## config.mk

```make
export PLATFORM = sky130hd
export DESIGN_NAME = elastic_config_loader
export DESIGN_NICKNAME = d
export VERILOG_FILES = /design/src/rtl/elastic_config_loader.sv
export SDC_FILE = /design/constraint.sdc
export NUM_CORES = 1
export LEC_CHECK = 0
export ABC_AREA = 1
export CORE_UTILIZATION = 40
export DETAILED_ROUTE_END_ITERATION = 8
export GPL_TIMING_DRIVEN = 0
export HOLD_SLACK_MARGIN = 0.1
export PLACE_DENSITY_LB_ADDON = 0.2
export SLEW_MARGIN = 20
export SYNTH_ARGS = -nofsm -noshare
export SYNTH_HDL_FRONTEND = slang
export SYNTH_SLANG_ARGS = --single-unit
```

## constraint.sdc

```tcl
create_clock -name clk -period 6.14 [get_ports clk]
set_clock_uncertainty 0.2 [all_clocks]
set_input_delay 1.228 -clock clk [delete_from_list [all_inputs] [get_ports clk]]
set_output_delay 1.228 -clock clk [all_outputs]
set_load 0.005 [all_outputs]
```

## src/rtl/elastic_config_loader.sv

```systemverilog
// rtl/elastic_config_loader.sv - streams per-context config words into an elastic PE array, then starts and times execution
module elastic_config_loader #(
    parameter int PE_NUM                  = 16,
    parameter int PE_INDEX_BIT_LENGTH     = 4,
    parameter int CONTEXT_SIZE            = 16,
    parameter int CONTEXT_SIZE_BIT_LENGTH = 4,
    parameter int INPUT_NUM_BIT_LENGTH    = 3,
    parameter int NEIGHBOR_PE_NUM         = 4,
    parameter int OPERATION_BIT_LENGTH    = 4,
    parameter int DATA_WIDTH              = 32
) (
    input  logic                               clk,
    input  logic                               reset,
    input  logic                               load_start,
    input  logic [CONTEXT_SIZE_BIT_LENGTH:0]   load_context_num,
    input  logic [DATA_WIDTH-1:0]              exec_cycle_limit,
    input  logic                               abort,
    input  logic                               cfg_valid,
    output logic                               cfg_ready,
    input  logic [INPUT_NUM_BIT_LENGTH-1:0]    cfg_input_PE_index_1,
    input  logic [INPUT_NUM_BIT_LENGTH-1:0]    cfg_input_PE_index_2,
    input  logic [NEIGHBOR_PE_NUM-1:0]         cfg_output_PE_index,
    input  logic [OPERATION_BIT_LENGTH-1:0]    cfg_op,
    input  logic [DATA_WIDTH-1:0]              cfg_const_data,
    output logic [INPUT_NUM_BIT_LENGTH-1:0]    config_input_PE_index_1,
    output logic [INPUT_NUM_BIT_LENGTH-1:0]    config_input_PE_index_2,
    output logic [NEIGHBOR_PE_NUM-1:0]         config_output_PE_index,
    output logic [OPERATION_BIT_LENGTH-1:0]    config_op,
    output logic [DATA_WIDTH-1:0]              config_const_data,
    output logic [PE_NUM-1:0]                  write_config_data,
    output logic [CONTEXT_SIZE_BIT_LENGTH-1:0] config_index,
    output logic                               start_exec,
    output logic [CONTEXT_SIZE_BIT_LENGTH-1:0] mapping_context_max_id,
    output logic                               busy,
    output logic                               done,
    output logic                               error
);

    typedef enum logic [1:0] {S_IDLE, S_LOAD, S_START, S_EXEC} state_t;

    localparam logic [CONTEXT_SIZE_BIT_LENGTH:0]   C_ONE_N    = 1;
    localparam logic [CONTEXT_SIZE_BIT_LENGTH-1:0] C_ONE_CTX  = 1;
    localparam logic [PE_INDEX_BIT_LENGTH-1:0]     C_ONE_PE   = 1;
    localparam logic [DATA_WIDTH-1:0]              C_ONE_DW   = 1;
    localparam logic [CONTEXT_SIZE_BIT_LENGTH:0]   C_CTX_SIZE = CONTEXT_SIZE[CONTEXT_SIZE_BIT_LENGTH:0];
    localparam logic [PE_INDEX_BIT_LENGTH-1:0]     C_PE_LAST  = PE_INDEX_BIT_LENGTH'(PE_NUM - 1);
    localparam logic [PE_NUM-1:0]                  C_PE0_HOT  = {{(PE_NUM-1){1'b0}}, 1'b1};

    state_t                             r_state;
    logic [CONTEXT_SIZE_BIT_LENGTH:0]   r_ctx_num;
    logic [DATA_WIDTH-1:0]              r_limit;
    logic [DATA_WIDTH-1:0]              r_exec_cnt;
    logic [PE_INDEX_BIT_LENGTH-1:0]     r_pe_ptr;
    logic [CONTEXT_SIZE_BIT_LENGTH-1:0] r_ctx_ptr;

    logic                               r_cfg_ready;
    logic [INPUT_NUM_BIT_LENGTH-1:0]    r_in1;
    logic [INPUT_NUM_BIT_LENGTH-1:0]    r_in2;
    logic [NEIGHBOR_PE_NUM-1:0]         r_out_idx;
    logic [OPERATION_BIT_LENGTH-1:0]    r_op;
    logic [DATA_WIDTH-1:0]              r_const;
    logic [PE_NUM-1:0]                  r_write;
    logic [CONTEXT_SIZE_BIT_LENGTH-1:0] r_cfg_index;
    logic                               r_start_exec;
    logic [CONTEXT_SIZE_BIT_LENGTH-1:0] r_max_id;
    logic                               r_busy;
    logic                               r_done;
    logic                               r_error;

    logic w_hs;
    logic w_num_ok;
    logic w_ctx_last;
    logic w_pe_last;
    logic w_exec_last;

    // A word is taken only while the registered ready is high, so the last word closes the stream cleanly.
    assign w_hs        = cfg_valid & r_cfg_ready;
    assign w_num_ok    = (load_context_num != '0) && (load_context_num <= C_CTX_SIZE);
    assign w_ctx_last  = ({1'b0, r_ctx_ptr} == (r_ctx_num - C_ONE_N));
    assign w_pe_last   = (r_pe_ptr == C_PE_LAST);
    // Compare against limit-1 so the largest representable limit never needs a wider counter.
    assign w_exec_last = (r_limit != '0) && (r_exec_cnt == (r_limit - C_ONE_DW));

    // Single registered FSM: pointers, counters and every output update together; abort overrides all transitions.
    always_ff @(posedge clk or posedge reset) begin
        if (reset) begin
            r_state      <= S_IDLE;
            r_ctx_num    <= '0;
            r_limit      <= '0;
            r_exec_cnt   <= '0;
            r_pe_ptr     <= '0;
            r_ctx_ptr    <= '0;
            r_cfg_ready  <= 1'b0;
            r_in1        <= '0;
            r_in2        <= '0;
            r_out_idx    <= '0;
            r_op         <= '0;
            r_const      <= '0;
            r_write      <= '0;
            r_cfg_index  <= '0;
            r_start_exec <= 1'b0;
            r_max_id     <= '0;
            r_busy       <= 1'b0;
            r_done       <= 1'b0;
            r_error      <= 1'b0;
        end else begin
            r_write      <= '0;
            r_start_exec <= 1'b0;
            r_done       <= 1'b0;
            r_error      <= 1'b0;
            if (abort) begin
                r_state     <= S_IDLE;
                r_busy      <= 1'b0;
                r_cfg_ready <= 1'b0;
            end else begin
                case (r_state)
                    S_IDLE: begin
                        if (load_start) begin
                            if (w_num_ok) begin
                                r_ctx_num   <= load_context_num;
                                r_limit     <= exec_cycle_limit;
                                r_max_id    <= load_context_num[CONTEXT_SIZE_BIT_LENGTH-1:0] - C_ONE_CTX;
                                r_pe_ptr    <= '0;
                                r_ctx_ptr   <= '0;
                                r_state     <= S_LOAD;
                                r_busy      <= 1'b1;
                                r_cfg_ready <= 1'b1;
                            end else begin
                                r_error <= 1'b1;
                            end
                        end
                    end
                    S_LOAD: begin
                        if (w_hs) begin
                            r_in1       <= cfg_input_PE_index_1;
                            r_in2       <= cfg_input_PE_index_2;
                            r_out_idx   <= cfg_output_PE_index;
                            r_op        <= cfg_op;
                            r_const     <= cfg_const_data;
                            r_cfg_index <= r_ctx_ptr;
                            r_write     <= C_PE0_HOT << r_pe_ptr;
                            if (w_ctx_last) begin
                                r_ctx_ptr <= '0;
                                r_pe_ptr  <= r_pe_ptr + C_ONE_PE;
                                if (w_pe_last) begin
                                    r_state     <= S_START;
                                    r_cfg_ready <= 1'b0;
                                end
                            end else begin
                                r_ctx_ptr <= r_ctx_ptr + C_ONE_CTX;
                            end
                        end
                    end
                    S_START: begin
                        r_start_exec <= 1'b1;
                        r_exec_cnt   <= '0;
                        r_state      <= S_EXEC;
                    end
                    S_EXEC: begin
                        r_exec_cnt <= r_exec_cnt + C_ONE_DW;
                        if (w_exec_last) begin
                            r_done  <= 1'b1;
                            r_state <= S_IDLE;
                            r_busy  <= 1'b0;
                        end
                    end
                    default: begin
                        r_state <= S_IDLE;
                        r_busy  <= 1'b0;
                    end
                endcase
            end
        end
    end

    assign cfg_ready               = r_cfg_ready;
    assign config_input_PE_index_1 = r_in1;
    assign config_input_PE_index_2 = r_in2;
    assign config_output_PE_index  = r_out_idx;
    assign config_op               = r_op;
    assign config_const_data       = r_const;
    assign write_config_data       = r_write;
    assign config_index            = r_cfg_index;
    assign start_exec              = r_start_exec;
    assign mapping_context_max_id  = r_max_id;
    assign busy                    = r_busy;
    assign done                    = r_done;
    assign error                   = r_error;

endmodule

```

==> run_1/metal_density.png <==
The die is cut into 29 by 29 equal tiles; dark purple is low, yellow is high, scaled to the fullest tile. Values are wire area over tile area, all layers added.
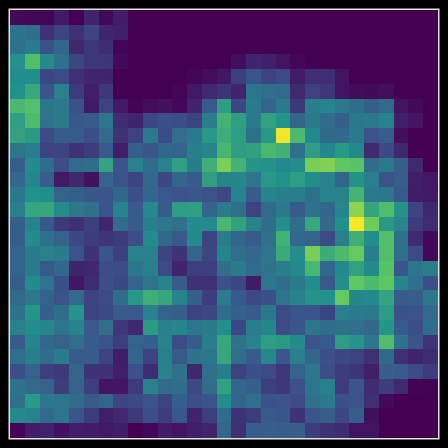
The mean over all tiles is 0.17. 11% of the tiles are over half the peak. The emptiest ninth of the die: north-east. The fullest tile reaches 0.62.

==> run_1/flops_by_reg.png <==
Bar = 50 µm. Other sequential cells in the stronger grey, the rest of the logic in the fainter grey.
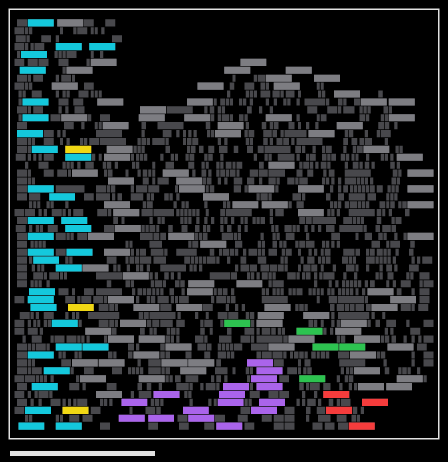
Key: write_config_data = purple [flops 16, where south]; mapping_context_max_id = red [flops 4, where south-east]; config_input_PE_index_1 = yellow [flops 3]; r_ctx_num = green [flops 5]; config_const_data = cyan [flops 32, where a vertical strip on the left]
Another 94 sequential cells are not coloured.

==> run_1/wires.png <==
Only two layers are drawn.
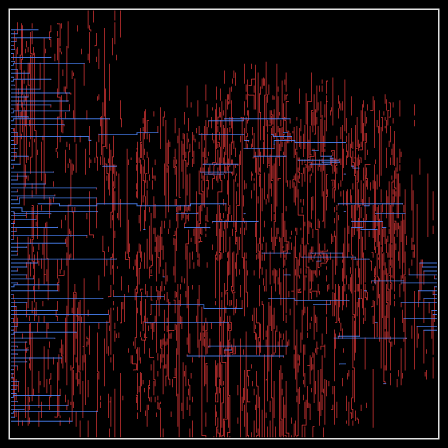
Key: metal 2 = red [wire length 10300 µm]; metal 3 = blue [wire length 1660 µm]

==> summary.txt, run 1 <==
Summary of the current implementation state.

- The share of synthesized area occupied by flip-flops and latches is 0.457, for reference.
- The number of nets at the end of the flow is 1405, for reference.
- Ranked by total cell area, the synthesized netlist is headed by dfrtp_1 46%, nand2_1 18%, nor2_1 5.2%.
- For the worst-skew pair, the clock arrives at the later sink with an insertion delay of 0.43 ns.
- The flop-to-flop setup slack is 3.09 ns, for reference.
- In this run the worst path has a maximum fanout of 10.
- Note that the worst hold path type here is flip-flop to flip-flop.
- The commonest cells after synthesis are 400 x nand2_1, 154 x dfrtp_1, 118 x nor2_1.
- The power per standard cell area is 417 nW/µm², for reference.
- Setup repair after global routing left no endpoint under its margin.
- The number of primary I/O pins is 163, for reference.
- The buffer_ports step reported a buffer count of 162.
- The synthesis stats list as the most numerous cell nand2_1.
- The area fraction of the largest cell type after synthesis is 0.457.
- The highest-delay cell along the critical path is clkbuf_1, for reference.
- The via count of the first global-routing pass is 7562.
- The highest clock frequency the design can meet is 0.272 GHz, for reference.
- No sink is reached through more buffers than the 2 on the longest clock path.
- Endpoints with negative setup slack in the final report add up to 0.
- STA on the placed design reports a worst setup slack of 2.04 ns.
- The post-CTS hold buffer count recorded in the log is 0.
- The die width is 147 µm, for reference.
- The timing report gives the clock slew at the launch and capture registers of the worst setup and hold paths as 0.08 ns.
- The max-slew headroom at the worst pin is 0.479, for reference.
- The multi-input logic area is 3990 µm², for reference.
- For this run the aggregate overflow at the end of global routing stands at 0.
- The flow ran to the end, and the final reports show no timing, DRC or antenna violations.
- The predominant post-synthesis flop cell is dfrtp_1, for reference.
- The share of the clock period used by the worst path after layout is 0.598, for reference.
- The cell area that synthesis handed to floorplanning was 8440 µm².
- The initial antenna violation count was 0.
- The number of nets in the synthesized netlist is 1223, for reference.
- The startpoint of the worst register-to-register path is r_state[0], for reference.
run 1: through the flow:
step	cells	hold slack (ns)
after global routing	1585	0.285
after global placement	1552	0.253
after detailed placement	1553	0.258
after floorplan	1120	0.264
after CTS	1585	0.275
final	1585	0.272
run 1: layer usage:
| metal | wire length [µm] | track usage | vias to the layer above |
|---|---|---|---|
| met5 | 0 | 0 | - |
| met4 | 478 | 0.0778 | 0 |
| met3 | 1660 | 0.0658 | 29 |
| met2 | 10300 | 0.350 | 220 |
| met1 | 10500 | 0.297 | 3580 |
| li1 | - | - | 3892 |
run 1: final cells by class:
cell class              count  area share
clock inverters            14      0.0184
plain buffers              24     0.00847
clock buffers              18      0.0397
flip-flops and latches    154       0.348
well taps                 270      0.0305
multi-input cells         811       0.360
repair buffers            163       0.149
inverters                 131      0.0458
run 1: worst register-to-register path, cell delays in order (launching register included):
cell,delay [ns]
dfrtp_1,0.43
inv_1,0.10
ha_1,0.21
inv_1,0.07
nor3_1,0.40
nand3_1,0.36
inv_1,0.14
buf_2,0.24
clkbuf_1,0.57
o21ai_0,0.18
run 1: logic make-up after synthesis:
| kind of cell | Yosys count | share of synthesized area |
|---|---|---|
| AOI/OAI and AO/OA | 99 | 0.0658 |
| xor gates and xnor gates | 33 | 0.0375 |
| adders and majority gates | 15 | 0.0222 |
| buffers and inverters | 155 | 0.0703 |
| DFF | 154 | 0.457 |
| and+or+nand+nor | 664 | 0.347 |
run 1: state kept, by name, summed over array words and instances (netlist names):
signal                   count
busy                         1
cfg_ready                    1
config_const_data           32
config_index                 4
config_input_PE_index_1      3
config_input_PE_index_2      3
config_op                    4
config_output_PE_index       4
done                         1
error                        1
mapping_context_max_id       4
r_ctx_num                    5
r_ctx_ptr                    4
r_exec_cnt                  32
r_limit                     32
r_pe_ptr                     4
r_state                      2
start_exec                   1
write_config_data           16
run 1: cells in the final DEF, fill, tap and decap left out, types with 5 or more instances in the layout:
| cell type | synthesis | final |
|---|---|---|
| nand2_1 | 400 | 400 |
| clkdlybuf4s50_1 | 0 | 162 |
| dfrtp_1 | 154 | 154 |
| nor2_1 | 118 | 118 |
| inv_1 | 116 | 115 |
| o21ai_0 | 57 | 57 |
| nand3_1 | 42 | 42 |
| nand4_1 | 20 | 20 |
| xor2_1 | 19 | 19 |
| nor3_1 | 18 | 18 |
| a21oi_1 | 17 | 17 |
| clkbuf_16 | 0 | 17 |
| clkbuf_1 | 16 | 16 |
| nor2_2 | 16 | 16 |
| ha_1 | 15 | 15 |
| xnor2_1 | 12 | 12 |
| inv_2 | 11 | 11 |
| nand2_2 | 10 | 10 |
| nand3b_1 | 9 | 9 |
| nor4_1 | 8 | 8 |
| o31ai_1 | 6 | 6 |
| nor2_4 | 5 | 5 |
| buf_1 | 5 | 5 |
| nand2_4 | 5 | 5 |
| inv_8 | 0 | 5 |
run 1: where the power goes:
group	total (µW)	switching (µW)	internal (µW)	leakage (µW)
Combinational	1770	972	798	0.00299
Clock	1140	501	638	0.000310
Sequential	1710	360	1350	0.00204
Total	4620	1830	2780	0.00534
==> run 2: changes to the inputs <==
==> constraint.sdc (replaced) <==
create_clock -name clk -period 3.6 [get_ports clk]
set_clock_uncertainty 0.2 [all_clocks]
set_input_delay 0.72 -clock clk [delete_from_list [all_inputs] [get_ports clk]]
set_output_delay 0.72 -clock clk [all_outputs]
set_load 0.005 [all_outputs]
==> summary.txt, run 2 <==
Summary of the current implementation state.

- The flow ran to the end, and the final reports show no timing, DRC or antenna violations.
- The power per standard cell area is 704 nW/µm², for reference.
- The highest net fanout along the worst path is 10, for reference.
- The final layout contains 1410 nets.
- The highest clock rate this design can be run at is 0.323 GHz.
- The basic-gate share of the synthesized area counting and, or, nand and nor cells is 0.347, for reference.
- Of the total power, the share spent switching nets is 0.398.
- The power report attributes to the combinational group a share of 0.388.
- In the CTS report, the clock slew at the register clock pins of the worst setup and hold paths is listed as 0.07 ns.
- The post-synthesis share of cell area spent on xor and xnor gates is 0.0375, for reference.
- The switching component of the power is 3120 µW, for reference.
- In this run the most used layer during global routing was met2.
- Internal power comes to 4730 µW.
- The hold buffer count at CTS is 0, for reference.
- The initial antenna violation count was 0.
- The post-synthesis share of cell area spent on full adders, half adders and majority gates is 0.0222, for reference.
- The library cell used most frequently in the layout, excluding fill and tap cells, is nand2_1.
- The dominant cell by count in the synthesized netlist is nand2_1, for reference.
- The final global-route overflow total is 0, for reference.
- Of the combinational cells, the family taking the most area is simple AND/OR/NAND/NOR gates.
- The number of primary I/O pins is 163, for reference.
==> run 2: kinds of logic (layout without fill, tap and decap cells) <==
family                     count (synthesis)  in the layout
AOI/OAI and AO/OA                         99             99
xor gates and xnor gates                  33             33
adders and majority gates                 15             15
buffers and inverters                    155            354
DFF                                      154            154
and+or+nand+nor                          664            664
==> run 2: area by class of cell <==
type                    instances  area, µm²  area share
multi-input cells             811       3990       0.358
well taps                     270        338      0.0303
flip-flops and latches        154       3850       0.346
clock buffers                  17        425      0.0382
plain buffers                  24       93.8     0.00842
inverters                     131        503      0.0451
clock inverters                14        180      0.0162
repair buffers                168       1760       0.158
==> run 2: path summary, 6_finish.rpt <==
kind,endpoint,cells after the start,slack [ns],startpoint
setup / recovery,r_ctx_num[0],7,0.50,abort
hold / removal,config_input_PE_index_1[2],2,0.27,config_input_PE_index_1[2]
setup reg to reg,r_ctx_num[0],9,0.62,r_state[0]
hold reg to reg,config_input_PE_index_1[2],2,0.27,config_input_PE_index_1[2]
max in group asynchronous,config_op[2],5,1.92,reset
min in group asynchronous,r_limit[31],2,0.44,reset
==> run 2: layer usage <==
layer / vias to the layer above / part of all wire
met1: 3554 / 0.45
met5: - / 0
met4: 0 / 0.019
li1: 3894 / -
met3: 32 / 0.068
met2: 204 / 0.46
==> run 2: worst reg2reg max path, cell delays in order, from the launching register on <==
cell and delay, ns:
dfrtp_1 0.42, inv_1 0.11, ha_1 0.20, inv_1 0.06, nor3_1 0.40, nand3_1 0.35
inv_1 0.15, buf_2 0.24, clkbuf_1 0.50, o21ai_0 0.19
==> run 2: through the flow <==
stage | hold slack (ns) | utilization | TNS (ns) | instances
2_1_floorplan | 0.264 | - | 0 | 1120
3_3_place_gp | 0.253 | 0.509 | -109.28 | 1552
3_5_place_dp | 0.258 | 0.516 | -0.0165 | 1558
4_1_cts | 0.275 | 0.546 | 0 | 1589
5_1_grt | 0.291 | 0.546 | 0 | 1589
6_report | 0.270 | 0.546 | 0 | 1589
==> run 2: power by group through the flow <==
stage	Clock (µW)	Sequential, µW	Combinational [µW]
finish	1890	2920	3040
global route	2000	2990	3490
CTS	1930	2920	3060
detailed placement	0	2930	3040
global placement	0	2920	2970
floorplan	0	2780	1930
==> run_2/wires.png <==
Only two layers are drawn.
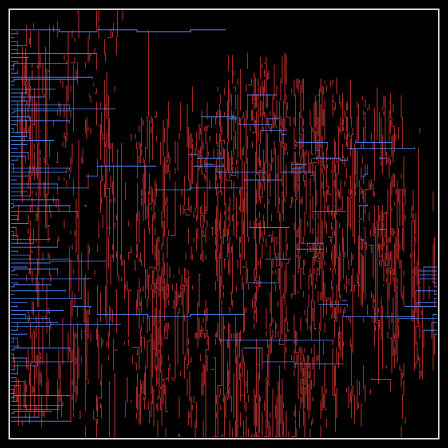
Key: metal 3 = blue [wire length 1600 µm]; metal 2 = red [wire length 10900 µm]

Power figures rest on the tool's default switching activity, not on a simulated workload.
